Design spi_xfer_ctrl, sky130hd; sources not shown.
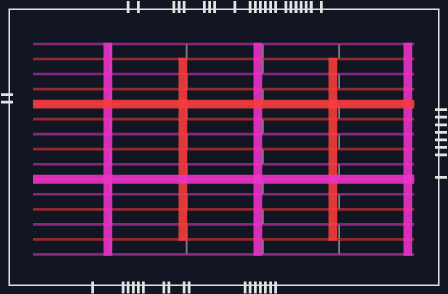
Run 1: PDN straps and rails
Pins as bars on the die edge. Tap cells in gray.
Key: magenta = VSS; red = VDD
2 straps on met5. The core has 14 rows.
Core ar.: 2630 um^2
VDD IR-drop max: 138 uV
Die X: 77.4 um
Die Y: 49.7 um

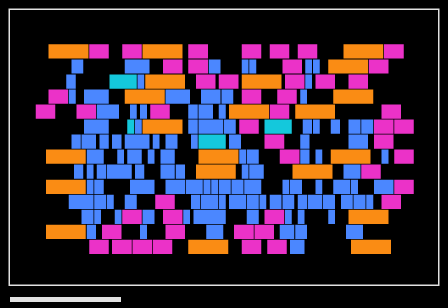
Run 1: placed cells, one color a class
The bar under the picture is 20 um long.
Key: magenta = other buffers and delay cells [cells 48, share of their area 29%]; cyan = clock drivers and dummy loads [cells 4, share of their area 2.7%]; orange = flops [cells 21, share of their area 25%]; blue = all other logic [cells 114, share of their area 43%]
final instance area: 1700 um^2
post-layout util: 64.7%
register fraction of the total cell area: 24.7%
row cnt: 14

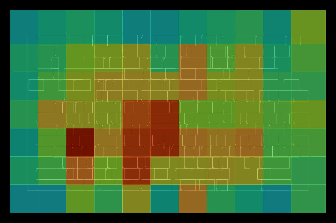
Run 1: routing congestion
busiest metal layer after global routing: met2
met3 GRT Util: 6.18%
WL/cell: 17.2 um
GR Util met2: 31.9%

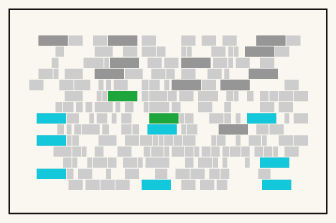
Run 1: where the registers sit
Other sequential cells in the stronger gray, the rest of the logic in the fainter gray.
Key: green = `state_q` [placed flops 2]; cyan = `bit_cnt` [placed flops 8]
Another 11 sequential cells are not colored.
Seq. pwr: 186 uW
register area: 420 um^2

==> summary.txt, run 1 <==
yosys + openroad results -> switch share=between 30% and 40%, reg2reg path depth=6, Inverters=15, clk latency late pin=around 260 ps, nature of the critical path startpoint=input port, Synth top cells by count=21 x dfxtp_1, 21 x nand2_1, 14 x inv_1, DRC violation count after routing=0, Period Utilization, post-route=86.5%, Yosys Instances=138, clock sinks=21, skew final=around 2.2 ps, yosys warns=0, post-CTS setup buffers=0, Min-Delay Path Class=flop to flop, Post-DP HPWL=3010 um, slowest CP cell=clkdlybuf4s50_1, Tool Warnings=32, worst hold stages=2, crit path time final=~4400 ps, leading power group=sequential cells, synthesized area=roughly 1200 um^2, reg-to-reg slack, setup=around 2900 ps, max_cap viols=0, CP arrival=2900 ps, CTS HTree Levels=1, I/O Pins=49, TritonCTS buffer count=3, Clock Pin Slew Worst Setup and Hold Paths=about 80 ps, Final non-clock buffer share=28.3%, metal3 WL=around 280 um, critical path required time=3590 ps, TritonRoute pass-1 iters=4, Post-synth regs=21, Seq pwr share=44.8%, outcome=finished, final reports clean, YS chip area=1160 um^2, Critical Setup Path Class=input port to primary output, Internal=288 uW, flop count=21, cell type with the largest total area=dfxtp_1, XOR Share, Synth=0%, clock root cell=clkbuf_8, GRT Total Usage=20.0%, post-synthesis cell count=138, Async S/R FF share, synth=0%
==> inputs of run 2 (changes only) <==
--- a/config.mk
+++ b/config.mk
@@ -6,7 +6,6 @@
 export NUM_CORES = 1
 export LEC_CHECK = 0
 export CORE_ASPECT_RATIO = 0.6
-export CORE_MARGIN = 4
 export CORE_UTILIZATION = 40
 export DETAILED_ROUTE_END_ITERATION = 6
 export PLACE_DENSITY = 0.74
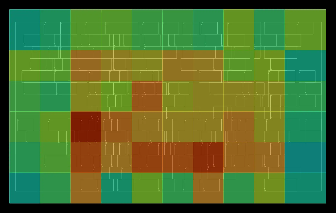
Run 2: routing congestion
GRT Total Usage: 22.2%
busiest metal layer after global routing: met1
WL/cell: 14.5 um
met1 Use GR: 35.9%

==> summary.txt, run 2 <==
yosys + openroad results -> Seq pwr share=45.4%, metal3 WL=201 um, max_cap viols=0, switch share=29.5%, I/O Pins=49, post-synthesis cell count=138, TritonRoute pass-1 iters=4, register fraction of the total cell area=between 20% and 30%, clock sinks=21, crit path time final=4440 ps, Async S/R FF share, synth=0%, YS chip area=approximately 1200 um^2, worst hold stages=2, Post-synth regs=21, skew final=1.84 ps, flop count=21, Tool Warnings=32, Core ar.=about 2600 um^2, DRC violation count after routing=0, XOR Share, Synth=0%, Synth top cells by count=21 x dfxtp_1, 21 x nand2_1, 14 x inv_1, reg-to-reg slack, setup=2990 ps, yosys warns=0, TritonCTS buffer count=3, register area=between 400 and 500 um^2, outcome=finished, final reports clean, clock root cell=clkbuf_8, synthesized area=1160 um^2
==> inputs of run 3 (changes only) <==
--- a/config.mk
+++ b/config.mk
@@ -6,6 +6,7 @@
 export NUM_CORES = 1
 export LEC_CHECK = 0
 export CORE_ASPECT_RATIO = 0.6
+export CORE_MARGIN = 5
 export CORE_UTILIZATION = 40
 export DETAILED_ROUTE_END_ITERATION = 6
 export PLACE_DENSITY = 0.74
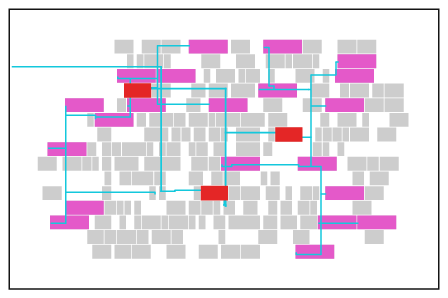
Run 3: clock wires, drivers and flops
Key: magenta = flip-flops [count 21]; red = cells driving clock nets [count 3]; cyan = clock wires [length 312 um]
There are 4 routed clock nets.
skew final: 1.45 ps
clk latency late pin: 260 ps

==> summary.txt, run 3 <==
yosys + openroad results -> outcome=finished, final reports clean, Final non-clock buffer share=28.2%, met1 Use GR=25.1%, Seq. pwr=185 uW, metal3 WL=283 um, register fraction of the total cell area=24.7%, Period Utilization, post-route=87.7%, Seq pwr share=45.1%, Internal=288 uW, WL/cell=15.9 um, CTS HTree Levels=1, TritonCTS buffer count=3, met3 GRT Util=5.19%, reg2reg path depth=6, flop count=21, reg-to-reg slack, setup=3000 ps, post-synthesis cell count=approximately 140, Min-Delay Path Class=flop to flop, critical path required time=3590 ps, post-CTS setup buffers=0, slowest CP cell=clkdlybuf4s50_1, Clock Pin Slew Worst Setup and Hold Paths=70 ps, switch share=29.9%, Post-DP HPWL=roughly 2700 um
Power and IR drop assume default switching activity.
